**src/rtl/node_path_sequencer.sv**
```systemverilog
// node_path_sequencer: line follower that replays a 16-entry path of node codes.
// Optional lost-line search is built only when LF_LOST_RECOVERY_EN is defined.
module node_path_sequencer #(
    parameter int THRESH_HI  = 1200,
    parameter int THRESH_LO  = 700,
    parameter int DEBOUNCE   = 3,
    parameter int TURN_MIN   = 8,
    parameter int LOST_LIMIT = 16
) (
    input  logic        clk_50M,
    input  logic        reset,
    input  logic [11:0] left,
    input  logic [11:0] middle,
    input  logic [11:0] right,
    input  logic        sample_valid,
    input  logic        path_wr_en,
    input  logic [3:0]  path_wr_addr,
    input  logic [1:0]  path_wr_data,
    input  logic        start,
    output logic        m1_a,
    output logic        m1_b,
    output logic        m2_a,
    output logic        m2_b,
    output logic [3:0]  dc1,
    output logic [3:0]  dc2,
    output logic [3:0]  node_count,
    output logic        busy,
    output logic        done,
    output logic [2:0]  fsm_state
);

    // One shared counter covers debounce, pivot time and the lost-line run.
    localparam int MAX_A   = (DEBOUNCE > TURN_MIN) ? DEBOUNCE : TURN_MIN;
    localparam int CNT_MAX = (MAX_A > LOST_LIMIT) ? MAX_A : LOST_LIMIT;
    localparam int CW      = $clog2(CNT_MAX + 1);

    localparam logic [CW-1:0] CNT_SAT = CW'(CNT_MAX);
    localparam logic [CW-1:0] DEB_L   = CW'(DEBOUNCE);
    localparam logic [CW-1:0] TURN_L  = CW'(TURN_MIN);
    localparam logic [11:0]   HI_L    = 12'(THRESH_HI);
    localparam logic [11:0]   LO_L    = 12'(THRESH_LO);

    localparam logic [1:0] M_FWD  = 2'b10;
    localparam logic [1:0] M_REV  = 2'b01;
    localparam logic [1:0] M_STOP = 2'b00;

    typedef enum logic [2:0] {
        S_IDLE    = 3'd0,
        S_FOLLOW  = 3'd1,
        S_CONFIRM = 3'd2,
        S_TURN    = 3'd3,
        S_EXIT    = 3'd4,
        S_DONE    = 3'd5,
        S_SEARCH  = 3'd6
    } state_t;

    state_t          state_q, state_d;
    logic [CW-1:0]   cnt_q, cnt_d, cnt_inc;
    logic [3:0]      node_count_q, node_count_d;
    logic            busy_q, busy_d, done_q, done_d;
    logic            turn_right_q, turn_right_d;
    logic            past_end_q, past_end_d;
    logic [1:0]      m1_q, m1_d, m2_q, m2_d;
    logic [3:0]      dc1_q, dc1_d, dc2_q, dc2_d;
    logic [1:0]      path_mem [16];
    logic [1:0]      code;

    // sample_valid and start are single-cycle strobes with no back-pressure:
    // each is consumed on the clock edge where it is high, never stalled or queued.
    logic hi_l, hi_m, hi_r, lo_l, lo_r;
    logic mid_only, all_hi, corr_right, corr_left;

    assign hi_l       = left > HI_L;
    assign hi_m       = middle > HI_L;
    assign hi_r       = right > HI_L;
    assign lo_l       = left < LO_L;
    assign lo_r       = right < LO_L;
    assign mid_only   = hi_m && lo_l && lo_r;
    assign all_hi     = hi_l && hi_m && hi_r;
    assign corr_right = hi_r && lo_l;
    assign corr_left  = hi_l && lo_r;
    assign cnt_inc    = (cnt_q == CNT_SAT) ? cnt_q : cnt_q + CW'(1);
    assign code       = path_mem[node_count_q];

`ifdef LF_LOST_RECOVERY_EN
    localparam logic [CW-1:0] LOST_L = CW'(LOST_LIMIT);
    logic lo_m, all_lo;
    logic last_right_q, last_right_d;
    assign lo_m   = middle < LO_L;
    assign all_lo = lo_l && lo_m && lo_r;
`endif

    // Path memory is deliberately outside the reset domain so a stored route survives reset.
    always_ff @(posedge clk_50M) begin
        if (path_wr_en && !busy_q) begin
            path_mem[path_wr_addr] <= path_wr_data;
        end
    end

    always_ff @(posedge clk_50M or posedge reset) begin
        if (reset) begin
            state_q      <= S_IDLE;
            cnt_q        <= '0;
            node_count_q <= '0;
            busy_q       <= 1'b0;
            done_q       <= 1'b0;
            turn_right_q <= 1'b0;
            past_end_q   <= 1'b0;
            m1_q         <= M_STOP;
            m2_q         <= M_STOP;
            dc1_q        <= '0;
            dc2_q        <= '0;
`ifdef LF_LOST_RECOVERY_EN
            last_right_q <= 1'b1;
`endif
        end else begin
            state_q      <= state_d;
            cnt_q        <= cnt_d;
            node_count_q <= node_count_d;
            busy_q       <= busy_d;
            done_q       <= done_d;
            turn_right_q <= turn_right_d;
            past_end_q   <= past_end_d;
            m1_q         <= m1_d;
            m2_q         <= m2_d;
            dc1_q        <= dc1_d;
            dc2_q        <= dc2_d;
`ifdef LF_LOST_RECOVERY_EN
            last_right_q <= last_right_d;
`endif
        end
    end

    always_comb begin
        state_d      = state_q;
        cnt_d        = cnt_q;
        node_count_d = node_count_q;
        busy_d       = busy_q;
        done_d       = done_q;
        turn_right_d = turn_right_q;
        past_end_d   = past_end_q;
`ifdef LF_LOST_RECOVERY_EN
        last_right_d = last_right_q;
`endif
        case (state_q)
            S_IDLE, S_DONE: begin
                if (start) begin
                    state_d      = S_FOLLOW;
                    cnt_d        = '0;
                    node_count_d = '0;
                    busy_d       = 1'b1;
                    done_d       = 1'b0;
                    past_end_d   = 1'b0;
                end
            end
            S_FOLLOW: begin
                if (sample_valid) begin
                    if (all_hi) begin
                        state_d = S_CONFIRM;
                        cnt_d   = CW'(1);
                    end else begin
                        cnt_d = '0;
`ifdef LF_LOST_RECOVERY_EN
                        if (corr_right) begin
                            last_right_d = 1'b1;
                        end else if (corr_left) begin
                            last_right_d = 1'b0;
                        end
                        if (all_lo) begin
                            cnt_d = cnt_inc;
                            if (cnt_inc >= LOST_L) begin
                                state_d = S_SEARCH;
                                cnt_d   = '0;
                            end
                        end
`endif
                    end
                end
            end
            S_CONFIRM: begin
                if (sample_valid) begin
                    if (!all_hi) begin
                        state_d = S_FOLLOW;
                        cnt_d   = '0;
                    end else if (cnt_inc >= DEB_L) begin
                        cnt_d = '0;
                        // After index 15 has run, any further node ends the route.
                        if (past_end_q) begin
                            state_d = S_DONE;
                            busy_d  = 1'b0;
                            done_d  = 1'b1;
                        end else begin
                            node_count_d = (node_count_q == 4'd15) ? node_count_q : node_count_q + 4'd1;
                            past_end_d   = (node_count_q == 4'd15);
                            case (code)
                                2'b00: state_d = S_EXIT;
                                2'b01: begin
                                    state_d      = S_TURN;
                                    turn_right_d = 1'b0;
                                end
                                2'b10: begin
                                    state_d      = S_TURN;
                                    turn_right_d = 1'b1;
                                end
                                default: begin
                                    state_d = S_DONE;
                                    busy_d  = 1'b0;
                                    done_d  = 1'b1;
                                end
                            endcase
                        end
                    end else begin
                        cnt_d = cnt_inc;
                    end
                end
            end
            S_TURN: begin
                if (sample_valid) begin
                    if ((cnt_q >= TURN_L) && mid_only) begin
                        state_d = S_FOLLOW;
                        cnt_d   = '0;
                    end else begin
                        cnt_d = cnt_inc;
                    end
                end
            end
            S_EXIT: begin
                if (sample_valid && !all_hi) begin
                    state_d = S_FOLLOW;
                    cnt_d   = '0;
                end
            end
`ifdef LF_LOST_RECOVERY_EN
            S_SEARCH: begin
                if (sample_valid && hi_m) begin
                    state_d = S_FOLLOW;
                    cnt_d   = '0;
                end
            end
`endif
            default: begin
                state_d = S_IDLE;
                busy_d  = 1'b0;
            end
        endcase
    end

    // Drive outputs are registered against the next state so they hold between strobes.
    always_comb begin
        m1_d  = m1_q;
        m2_d  = m2_q;
        dc1_d = dc1_q;
        dc2_d = dc2_q;
        case (state_d)
            S_FOLLOW, S_CONFIRM: begin
                if (sample_valid) begin
                    if (mid_only) begin
                        m1_d = M_FWD; m2_d = M_FWD; dc1_d = 4'd8;  dc2_d = 4'd8;
                    end else if (corr_right) begin
                        m1_d = M_FWD; m2_d = M_FWD; dc1_d = 4'd10; dc2_d = 4'd2;
                    end else if (corr_left) begin
                        m1_d = M_FWD; m2_d = M_FWD; dc1_d = 4'd2;  dc2_d = 4'd10;
                    end
                end
            end
            S_TURN: begin
                m1_d  = turn_right_d ? M_FWD : M_REV;
                m2_d  = turn_right_d ? M_REV : M_FWD;
                dc1_d = 4'd8;
                dc2_d = 4'd8;
            end
            S_EXIT: begin
                m1_d = M_FWD; m2_d = M_FWD; dc1_d = 4'd8; dc2_d = 4'd8;
            end
`ifdef LF_LOST_RECOVERY_EN
            S_SEARCH: begin
                m1_d  = last_right_d ? M_FWD : M_REV;
                m2_d  = last_right_d ? M_REV : M_FWD;
                dc1_d = 4'd6;
                dc2_d = 4'd6;
            end
`endif
            default: begin
                m1_d = M_STOP; m2_d = M_STOP; dc1_d = '0; dc2_d = '0;
            end
        endcase
    end

    assign {m1_a, m1_b} = m1_q;
    assign {m2_a, m2_b} = m2_q;
    assign dc1          = dc1_q;
    assign dc2          = dc2_q;
    assign node_count   = node_count_q;
    assign busy         = busy_q;
    assign done         = done_q;
    assign fsm_state    = state_q;

endmodule

```
**config.mk**
```make
export PLATFORM = sky130hd
export DESIGN_NAME = node_path_sequencer
export DESIGN_NICKNAME = d
export VERILOG_FILES = /design/src/rtl/node_path_sequencer.sv
export SDC_FILE = /design/constraint.sdc
export NUM_CORES = 1
export LEC_CHECK = 0
export CORE_ASPECT_RATIO = 1.5
export CORE_MARGIN = 4
export CORE_UTILIZATION = 40
export CTS_CLUSTER_DIAMETER = 40
export DETAILED_ROUTE_END_ITERATION = 8
export PLACE_DENSITY = 0.66
export SETUP_SLACK_MARGIN = 0.2
export SLEW_MARGIN = 10
export SYNTH_ARGS = -nofsm -noshare
export SYNTH_HDL_FRONTEND = slang
export SYNTH_SLANG_ARGS = --single-unit
```
**constraint.sdc**
```tcl
create_clock -name clk_50M -period 5.1 [get_ports clk_50M]
set_input_delay 0.765 -clock clk_50M [delete_from_list [all_inputs] [get_ports clk_50M]]
set_output_delay 0.765 -clock clk_50M [all_outputs]
set_load 0.02 [all_outputs]
```
Cell area per tile:
The bar under the picture is 20 µm long. 8 x 11 tiles, from black (low) to pale yellow (high), 0 to 100% covered.
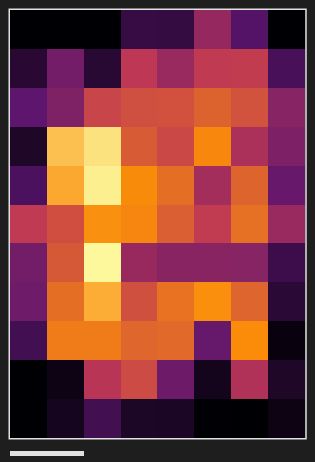
9.1% of the tiles are nearly empty. 10% of the tiles are over 75% full. The mean over all tiles is 41%. The fullest tile reaches 99%.

The metal 2 layer:
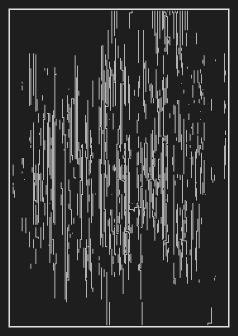
337 nets have wire on it. The wires run mostly vertical. The longest straight run is 59.8 µm. The layer carries 3870 µm of wire.

Signal wires on met1:
The bar under the picture is 20 µm long.
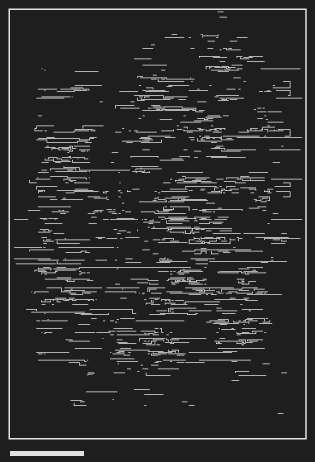
341 nets have wire on it. The layer carries 2660 µm of wire. The layer holds 37% of the routed length. The wires run mostly horizontal. The longest straight run is 29.9 µm.
GR met1 Demand/Resource: 16.6%
WL final: 7.18 mm
via count: 2396

## path summary, 6_finish.rpt
| check | from | endpoint | slack (ns) | cells after the start |
|---|---|---|---|---|
| setup / recovery | node_count[0] | m1_q[1] | 1.41 | 12 |
| hold / removal | turn_right_q | turn_right_q | 0.52 | 1 |
| setup reg to reg | node_count[0] | m1_q[1] | 1.41 | 12 |
| hold reg to reg | turn_right_q | turn_right_q | 0.52 | 1 |
| max in group asynchronous | reset | fsm_state[1] | 3.56 | 2 |
| min in group asynchronous | reset | cnt_q[0] | 0.98 | 2 |
## cell usage in the layout, fill, tap and decap left out, drive strengths merged, types with 9 or more instances in the layout
cell,instances
clkdlybuf4s50,63
edfxtp,32
nor2,27
dfrtp,23
nand2,19
o21ai,19
inv,16
a21oi,11
mux4,10
nor3,9
## power groups by stage
stage,clock (W),combinational (W),sequential [W]
after global routing,0.000309,0.000598,0.000612
after CTS,0.000294,0.000545,0.000602
after floorplan,0,0.000367,0.000598
after detailed placement,0,0.000543,0.000611
final,0.000287,0.000542,0.000600
after global placement,0,0.000534,0.000608
## sequential cells by signal (all words and copies together) (netlist names), 2 cells and up
name and count:
path_mem 32, node_count 4, fsm_state 3, dc1 2, m2_q 2, cnt_q 5, m1_q 2
## metal layers
layer	GRT usage [%]	part of all wire (%)
met2	30.4	54
met5	0	0
met4	7.34	2.7
met3	3.06	6.4
met1	16.6	37
## final cells by class
cell class                      count  area (µm²)
Timing Repair Buffer               63         631
Tap cell                          100         125
Fill cell                         693        3470
Multi-Input combinational cell    196        1390
Sequential cell                    55        1540
Clock buffer                        6        72.6
Inverter                           16        60.1
Clock inverter                      2        37.5
==> run_results.csv <==
group,metric,value,unit
outcome,status,"finished, final reports clean",
die,die-width,79.3,µm
synth,synthCells,276,
sta,setup_slack,1.41,ns
critical_path,worstPathCellList,"mux4_2 -> mux4_2 -> inv_1 -> ha_1 -> nand2b_1 -> a21oi_1 -> a31oi_1 -> o21ai_0 -> o2bb2ai_1 -> a21oi_2 -> xor2_2 -> a311o_1",
sta,setup_viol,0,
clocking,cts_htree_levels,2,
synth,largest_area_cell,"edfxtp_1",
sta,timing.hold.ws,0.517,ns
placed_design,portBuffers,63,
pwr,sequentialPowerShare,42.0,%
clocking,tritoncts,"done",
critical_path,required,5.29,ns
layout,area_growth_syn_to_layout,26.3,%
die,dieArea,9110,µm²
die,die_h,115,µm
flow_run,maxCapViolCount,0,
sta,skew,0.00851,ns
critical_path,cp_slowest_stage_delay,0.74,ns
pwr,power.density,371,nW/µm²
pwr,power.switching,0.000504,W
clocking,postCtsHoldBufs,0,
synth,yosysTopAreaCellShare,31.5,%
pwr,total_leakage_power,1.44,nW
synth,edf_count,32,
critical_path,cp_max_fo,12,
synth,most_common_cell,"edfxtp_1",
routing,via_per_inst,5.47,
placed_design,dpl_cell_area,3740,µm²
die,rows,38,
synth,numSynthFlops,55,
pwr,peakVddDrop,0.000177,V
critical_path,crit_path_end_kind,"flip-flop",
placed_design,dp_hpwl,5.61,mm
critical_path,arrival,3.88,ns
critical_path,crit_top_cell,"mux4_2",
synth,simple_gate_area_share,16.7,%
critical_path,path_delay_family,"AND-OR/OR-AND gates",
flow_run,warning_count,30,
sta,worstMarginPinSlew,0.919,ns
pwr,p_total,0.00143,W
synth,synth_adder_area_share,2.87,%
sta,maxSlewHeadroom,38.6,%
synth,synthArstFlopShare,41.8,%
synth,synth-xor-area-share,1.40,%
synth,mux_share,8.90,%
clocking,clock.latency.late_pin,0.31,ns
Power and IR drop assume default switching activity.
